--- src/rtl/osd_mam_if_arb_if.sv ---
// rtl/osd_mam_if_arb_if.sv - MAM request/write/read channel bundle with master and slave views
interface osd_mam_if_arb_if #(
    parameter int DATA_WIDTH = 16,
    parameter int ADDR_WIDTH = 32
);
    logic                      req_valid;
    logic                      req_ready;
    logic                      req_rw;
    logic [ADDR_WIDTH-1:0]     req_addr;
    logic                      req_burst;
    logic [13:0]               req_beats;

    logic                      write_valid;
    logic [DATA_WIDTH-1:0]     write_data;
    logic [DATA_WIDTH/8-1:0]   write_strb;
    logic                      write_ready;

    logic                      read_valid;
    logic [DATA_WIDTH-1:0]     read_data;
    logic                      read_ready;

    modport master (
        output req_valid, req_rw, req_addr, req_burst, req_beats,
        output write_valid, write_data, write_strb,
        output read_ready,
        input  req_ready, write_ready, read_valid, read_data
    );

    modport slave (
        input  req_valid, req_rw, req_addr, req_burst, req_beats,
        input  write_valid, write_data, write_strb,
        input  read_ready,
        output req_ready, write_ready, read_valid, read_data
    );
endinterface

--- src/rtl/osd_mam_if_arb.sv ---
// rtl/osd_mam_if_arb.sv - two-port round-robin arbiter onto one MAM memory interface
module osd_mam_if_arb #(
    parameter int DATA_WIDTH = 16,
    parameter int ADDR_WIDTH = 32
) (
    input  logic                 clk_i,
    input  logic                 rst_i,
    osd_mam_if_arb_if.slave      s0,
    osd_mam_if_arb_if.slave      s1,
    osd_mam_if_arb_if.master     m,
    output logic [1:0]           grant,
    output logic                 busy
);
    typedef enum logic [1:0] {IDLE, WRITE, READ} state_t;

    state_t                  state, state_next;
    logic                    owner;
    logic                    rr_last;
    logic [13:0]             beat_cnt;
    logic                    sel;
    logic                    req_fire, wr_fire, rd_fire;
    logic [ADDR_WIDTH-1:0]   sel_addr;
    logic [13:0]             sel_beats;
    logic [13:0]             beat_load;
    logic [DATA_WIDTH-1:0]   own_wdata;
    logic [DATA_WIDTH/8-1:0] own_wstrb;

    // Pick the requester: a lone valid wins, otherwise alternate away from the last winner
    always_comb begin
        sel       = (s0.req_valid ^ s1.req_valid) ? s1.req_valid : ~rr_last;
        sel_addr  = sel ? s1.req_addr  : s0.req_addr;
        sel_beats = sel ? s1.req_beats : s0.req_beats;
        beat_load = ((sel ? s1.req_burst : s0.req_burst) && (sel_beats != 14'd0)) ? sel_beats : 14'd1;
        own_wdata = owner ? s1.write_data : s0.write_data;
        own_wstrb = owner ? s1.write_strb : s0.write_strb;
    end

    // Route handshakes between the selected/owning port and the master side
    always_comb begin
        m.req_valid    = 1'b0;
        m.req_rw       = sel ? s1.req_rw : s0.req_rw;
        m.req_addr     = sel_addr;
        m.req_burst    = sel ? s1.req_burst : s0.req_burst;
        m.req_beats    = sel_beats;
        m.write_valid  = 1'b0;
        m.write_data   = own_wdata;
        m.write_strb   = own_wstrb;
        m.read_ready   = 1'b0;
        s0.req_ready   = 1'b0;
        s1.req_ready   = 1'b0;
        s0.write_ready = 1'b0;
        s1.write_ready = 1'b0;
        s0.read_valid  = 1'b0;
        s1.read_valid  = 1'b0;
        s0.read_data   = m.read_data;
        s1.read_data   = m.read_data;
        case (state)
            IDLE: begin
                // Reset forces IDLE asynchronously; gating here drops every valid/ready at once
                if (!rst_i) begin
                    m.req_valid = sel ? s1.req_valid : s0.req_valid;
                    if (sel) s1.req_ready = m.req_ready;
                    else     s0.req_ready = m.req_ready;
                end
            end
            WRITE: begin
                m.write_valid = owner ? s1.write_valid : s0.write_valid;
                if (owner) s1.write_ready = m.write_ready;
                else       s0.write_ready = m.write_ready;
            end
            READ: begin
                m.read_ready = owner ? s1.read_ready : s0.read_ready;
                if (owner) s1.read_valid = m.read_valid;
                else       s0.read_valid = m.read_valid;
            end
            default: ;
        endcase
    end

    // Handshake strobes and status outputs
    always_comb begin
        req_fire = m.req_valid & m.req_ready;
        wr_fire  = m.write_valid & m.write_ready;
        rd_fire  = m.read_valid & m.read_ready;
        busy     = (state != IDLE);
        grant    = busy ? (owner ? 2'b10 : 2'b01) : 2'b00;
    end

    // Next-state: lock on an accepted request, release after the last beat
    always_comb begin
        state_next = state;
        case (state)
            IDLE:    if (req_fire) state_next = m.req_rw ? WRITE : READ;
            WRITE:   if (wr_fire && beat_cnt <= 14'd1) state_next = IDLE;
            READ:    if (rd_fire && beat_cnt <= 14'd1) state_next = IDLE;
            default: state_next = IDLE;
        endcase
    end

    // State, ownership, round-robin history and beat counter
    always_ff @(posedge clk_i or posedge rst_i) begin
        if (rst_i) begin
            state    <= IDLE;
            owner    <= 1'b0;
            rr_last  <= 1'b1;
            beat_cnt <= 14'd0;
        end else begin
            state <= state_next;
            if (state == IDLE && req_fire) begin
                owner    <= sel;
                rr_last  <= sel;
                beat_cnt <= beat_load;
            end else if (((state == WRITE && wr_fire) || (state == READ && rd_fire))
                         && beat_cnt != 14'd0) begin
                beat_cnt <= beat_cnt - 14'd1;
            end
        end
    end
endmodule

--- src/flat_wrapper.sv ---
// flat-port wrapper written by rule: the top's interface ports become plain ports
module osd_mam_if_arb_flat 
#(
    parameter int DATA_WIDTH = 16,
    parameter int ADDR_WIDTH = 32
)
  (clk_i, rst_i, grant, busy, s0_req_valid, s0_req_rw, s0_req_addr, s0_req_burst, s0_req_beats, s0_write_valid, s0_write_data, s0_write_strb, s0_read_ready, s0_req_ready, s0_write_ready, s0_read_valid, s0_read_data, s1_req_valid, s1_req_rw, s1_req_addr, s1_req_burst, s1_req_beats, s1_write_valid, s1_write_data, s1_write_strb, s1_read_ready, s1_req_ready, s1_write_ready, s1_read_valid, s1_read_data, m_req_valid, m_req_rw, m_req_addr, m_req_burst, m_req_beats, m_write_valid, m_write_data, m_write_strb, m_read_ready, m_req_ready, m_write_ready, m_read_valid, m_read_data);
  osd_mam_if_arb_if #(.DATA_WIDTH(DATA_WIDTH), .ADDR_WIDTH(ADDR_WIDTH)) s0_i ();
  osd_mam_if_arb_if #(.DATA_WIDTH(DATA_WIDTH), .ADDR_WIDTH(ADDR_WIDTH)) s1_i ();
  osd_mam_if_arb_if #(.DATA_WIDTH(DATA_WIDTH), .ADDR_WIDTH(ADDR_WIDTH)) m_i ();
  input  logic clk_i;
  input  logic rst_i;
  output logic [1:0] grant;
  output logic busy;
  input wire logic [$bits(s0_i.req_valid)-1:0] s0_req_valid;
  input wire logic [$bits(s0_i.req_rw)-1:0] s0_req_rw;
  input wire logic [$bits(s0_i.req_addr)-1:0] s0_req_addr;
  input wire logic [$bits(s0_i.req_burst)-1:0] s0_req_burst;
  input wire logic [$bits(s0_i.req_beats)-1:0] s0_req_beats;
  input wire logic [$bits(s0_i.write_valid)-1:0] s0_write_valid;
  input wire logic [$bits(s0_i.write_data)-1:0] s0_write_data;
  input wire logic [$bits(s0_i.write_strb)-1:0] s0_write_strb;
  input wire logic [$bits(s0_i.read_ready)-1:0] s0_read_ready;
  output wire logic [$bits(s0_i.req_ready)-1:0] s0_req_ready;
  output wire logic [$bits(s0_i.write_ready)-1:0] s0_write_ready;
  output wire logic [$bits(s0_i.read_valid)-1:0] s0_read_valid;
  output wire logic [$bits(s0_i.read_data)-1:0] s0_read_data;
  input wire logic [$bits(s1_i.req_valid)-1:0] s1_req_valid;
  input wire logic [$bits(s1_i.req_rw)-1:0] s1_req_rw;
  input wire logic [$bits(s1_i.req_addr)-1:0] s1_req_addr;
  input wire logic [$bits(s1_i.req_burst)-1:0] s1_req_burst;
  input wire logic [$bits(s1_i.req_beats)-1:0] s1_req_beats;
  input wire logic [$bits(s1_i.write_valid)-1:0] s1_write_valid;
  input wire logic [$bits(s1_i.write_data)-1:0] s1_write_data;
  input wire logic [$bits(s1_i.write_strb)-1:0] s1_write_strb;
  input wire logic [$bits(s1_i.read_ready)-1:0] s1_read_ready;
  output wire logic [$bits(s1_i.req_ready)-1:0] s1_req_ready;
  output wire logic [$bits(s1_i.write_ready)-1:0] s1_write_ready;
  output wire logic [$bits(s1_i.read_valid)-1:0] s1_read_valid;
  output wire logic [$bits(s1_i.read_data)-1:0] s1_read_data;
  output wire logic [$bits(m_i.req_valid)-1:0] m_req_valid;
  output wire logic [$bits(m_i.req_rw)-1:0] m_req_rw;
  output wire logic [$bits(m_i.req_addr)-1:0] m_req_addr;
  output wire logic [$bits(m_i.req_burst)-1:0] m_req_burst;
  output wire logic [$bits(m_i.req_beats)-1:0] m_req_beats;
  output wire logic [$bits(m_i.write_valid)-1:0] m_write_valid;
  output wire logic [$bits(m_i.write_data)-1:0] m_write_data;
  output wire logic [$bits(m_i.write_strb)-1:0] m_write_strb;
  output wire logic [$bits(m_i.read_ready)-1:0] m_read_ready;
  input wire logic [$bits(m_i.req_ready)-1:0] m_req_ready;
  input wire logic [$bits(m_i.write_ready)-1:0] m_write_ready;
  input wire logic [$bits(m_i.read_valid)-1:0] m_read_valid;
  input wire logic [$bits(m_i.read_data)-1:0] m_read_data;
  assign s0_i.req_valid = s0_req_valid;
  assign s0_i.req_rw = s0_req_rw;
  assign s0_i.req_addr = s0_req_addr;
  assign s0_i.req_burst = s0_req_burst;
  assign s0_i.req_beats = s0_req_beats;
  assign s0_i.write_valid = s0_write_valid;
  assign s0_i.write_data = s0_write_data;
  assign s0_i.write_strb = s0_write_strb;
  assign s0_i.read_ready = s0_read_ready;
  assign s0_req_ready = s0_i.req_ready;
  assign s0_write_ready = s0_i.write_ready;
  assign s0_read_valid = s0_i.read_valid;
  assign s0_read_data = s0_i.read_data;
  assign s1_i.req_valid = s1_req_valid;
  assign s1_i.req_rw = s1_req_rw;
  assign s1_i.req_addr = s1_req_addr;
  assign s1_i.req_burst = s1_req_burst;
  assign s1_i.req_beats = s1_req_beats;
  assign s1_i.write_valid = s1_write_valid;
  assign s1_i.write_data = s1_write_data;
  assign s1_i.write_strb = s1_write_strb;
  assign s1_i.read_ready = s1_read_ready;
  assign s1_req_ready = s1_i.req_ready;
  assign s1_write_ready = s1_i.write_ready;
  assign s1_read_valid = s1_i.read_valid;
  assign s1_read_data = s1_i.read_data;
  assign m_req_valid = m_i.req_valid;
  assign m_req_rw = m_i.req_rw;
  assign m_req_addr = m_i.req_addr;
  assign m_req_burst = m_i.req_burst;
  assign m_req_beats = m_i.req_beats;
  assign m_write_valid = m_i.write_valid;
  assign m_write_data = m_i.write_data;
  assign m_write_strb = m_i.write_strb;
  assign m_read_ready = m_i.read_ready;
  assign m_i.req_ready = m_req_ready;
  assign m_i.write_ready = m_write_ready;
  assign m_i.read_valid = m_read_valid;
  assign m_i.read_data = m_read_data;
  osd_mam_if_arb #(.DATA_WIDTH(DATA_WIDTH), .ADDR_WIDTH(ADDR_WIDTH)) u_core (.clk_i(clk_i), .rst_i(rst_i), .s0(s0_i), .s1(s1_i), .m(m_i), .grant(grant), .busy(busy));
endmodule
--- config.mk ---
export PLATFORM = sky130hd
export DESIGN_NAME = osd_mam_if_arb_flat
export DESIGN_NICKNAME = d
export VERILOG_FILES = /design/src/rtl/osd_mam_if_arb_if.sv /design/src/rtl/osd_mam_if_arb.sv /design/src/flat_wrapper.sv
export SDC_FILE = /design/constraint.sdc
export NUM_CORES = 1
export LEC_CHECK = 0
export CORE_AREA = 2 2 104 106
export CTS_CLUSTER_SIZE = 28
export DETAILED_ROUTE_END_ITERATION = 10
export DIE_AREA = 0 0 106 108
export DONT_BUFFER_PORTS = 1
export HOLD_SLACK_MARGIN = 0.08
export SLEW_MARGIN = 20
export SYNTH_ARGS = -nofsm -noshare
export SYNTH_HDL_FRONTEND = slang
export SYNTH_SLANG_ARGS = --single-unit
--- constraint.sdc ---
create_clock -name clk_i -period 3.7 [get_ports clk_i]
set_clock_uncertainty 0.15 [all_clocks]
set_input_delay 0.74 -clock clk_i [delete_from_list [all_inputs] [get_ports clk_i]]
set_output_delay 0.74 -clock clk_i [all_outputs]
set_load 0.05 [all_outputs]
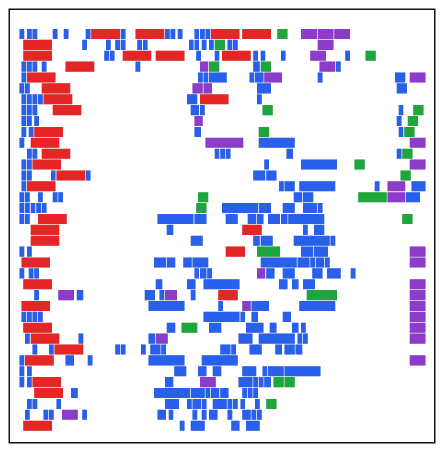
*Drive-strength map*
Drawn at 4 px/micron.
Key: purple = _2 cells [cells 33, most used mux2_2]; red = _6 and larger [cells 37, most used buf_12]; blue = _0 and _1 cells [cells 265, most used nand2_1]; green = _3 and _4 cells [cells 23, most used buf_4]
setup slack after layout: 0.297 ns
area delta synth->final: 30.7%
final instance area: 0.00315 sq mm

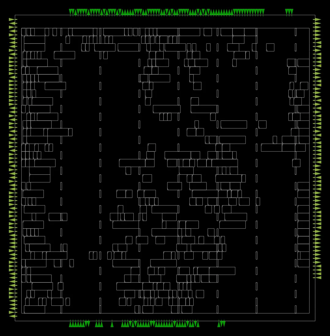
*Cell placement*
Flop Count: 18
Filler Cells Inserted: 1071
Layout Utilization: 0.308
Seq area share: 0.143
row cnt: 37

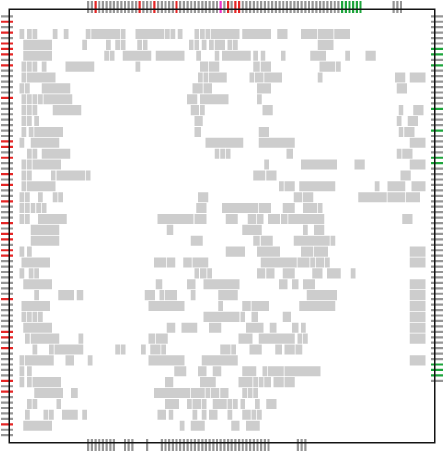
*I/O pins on the die edge*
Drawn at 4 px/micron. Pins as bars across the die edge, other pins in grey.
Key: red = `m_req_addr` [pins 32, direction output, edge 25 left, 7 top]; green = `s0_write_data` [pins 16, direction input, edge 10 right, 6 top]; magenta = `s0_req_ready` [pins 1, direction output, edge top]

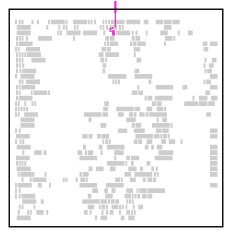
*I/O nets highlighted*
Drawn at 2 px/micron.
Key: magenta = `s0_req_ready` [bits 1, direction output, end cells 1, buffers 1, wire 13.1 microns]
I/O Pins: 269
# port buffers: 0

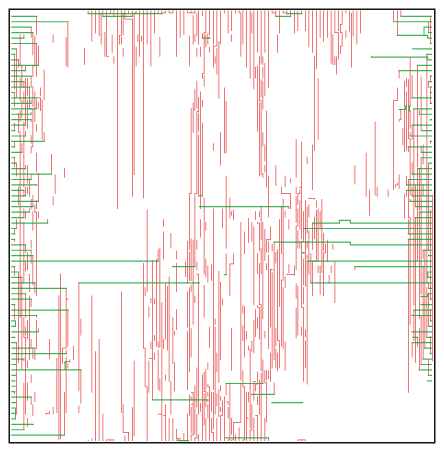
*Metal layers overlaid*
Drawn at 4 px/micron. Only two layers are drawn.
Key: red = metal 2 [wire length 4930 microns]; green = metal 3 [wire length 908 microns]

==> results_dict.tcl <==
# place-and-route summary
set metrics [dict create \
    crit_path_start "s1_req_valid" \
    clk_path_buf_depth 2 \
    cts_resized 0 \
    startpoint_type "primary input" \
    power.total_mw 2.70 \
    post_cts_buffers 0 \
    n_clock_buffer 4 \
    yosysMostFrequentCell "nand2_1" \
    ir_drop_uv 278 \
    comb_area_sq_mm 0.00161 \
    crit_chain "inv_1, ha_1, nand2_1, and2_2, buf_4, mux2_2" \
    overflow 0 \
    largest_reg_flops 14 \
    pre_cts_slack_ns 0.260 \
    final.min_clock_period_ns 3.40 \
    htree_levels 1 \
    gp_congestion 0.827 \
    synthTopCellsByArea "nand2_1 18%, dfrtp_1 18%, buf_4 10%" \
    rsz0062_at_grt "no" \
    crit_family "multiplexers" \
    grt_max_degree 41 \
    dpl_cell_area_sq_mm 0.00311 \
    fp.dieH_microns 108 \
    diodes 1 \
    slew_headroom 0.574 \
    synthesis.nets 513 \
    dr.max_layer_used "met4" \
    status "complete, no violations" \
    clkPwrFrac 0.054 \
    met1_usage 0.176 \
    edf_count 0 \
    die_area_sq_mm 0.0114 \
    nNonClkBuffers 53 \
    hp-class "in2async" \
    yosysSeqAreaShare 0.187 \
    slowest_delay_ns 0.52 \
    finalClockPeriodUsage 0.920 \
    grt.busiest_layer "met2" \
    yosysTopAreaCell "nand2_1" \
    async_flop_share 1.00 \
    die_width_microns 106 \
    drtPass1Iterations 4 \
    ys_warn_count 0 \
    top_register "u_core.beat_cnt" \
    whs_ns 0.293 \
    clk_pin_slew_ns 0.07 \
    cts-root-buf "clkbuf_8" \
    critPathMaxFanout 38 \
    clock_latency_ns 0.25 \
    adder_share 0.0156 \
    vias 2452 \
    top_regs "u_core.beat_cnt (14), u_core.state (2)" \
    drc 0 \
    syn_area_sq_mm 0.00241 \
    crit_type "in2out" \
    wl_per_cell_microns 19.4 \
    top_power_group "combinational cells" \
    r2r-start "u_core.beat_cnt[11]" \
    cp.required_ns 2.81 \
    xor_share 0.0145 \
    wl_met3_microns 908 \
    cp_num_buf_inv 2 \
    pg_clk_mw 0.146 \
    synth_top_area_share 0.182 \
    avgViaCountPerCell 4.95 \
    drive_above_1_share 0.260 \
    fin_cells 495 \
    critPathArrivalTime_ns 2.51 \
    comb_cells 268 \
    final.setup.tns_ns 0 \
    cts_tree "built" \
    lay_top_count "nand2_1" \
    ff_type "dfrtp_1" \
    power_frac_comb 0.800 \
    hpwl_microns 8010 \
]
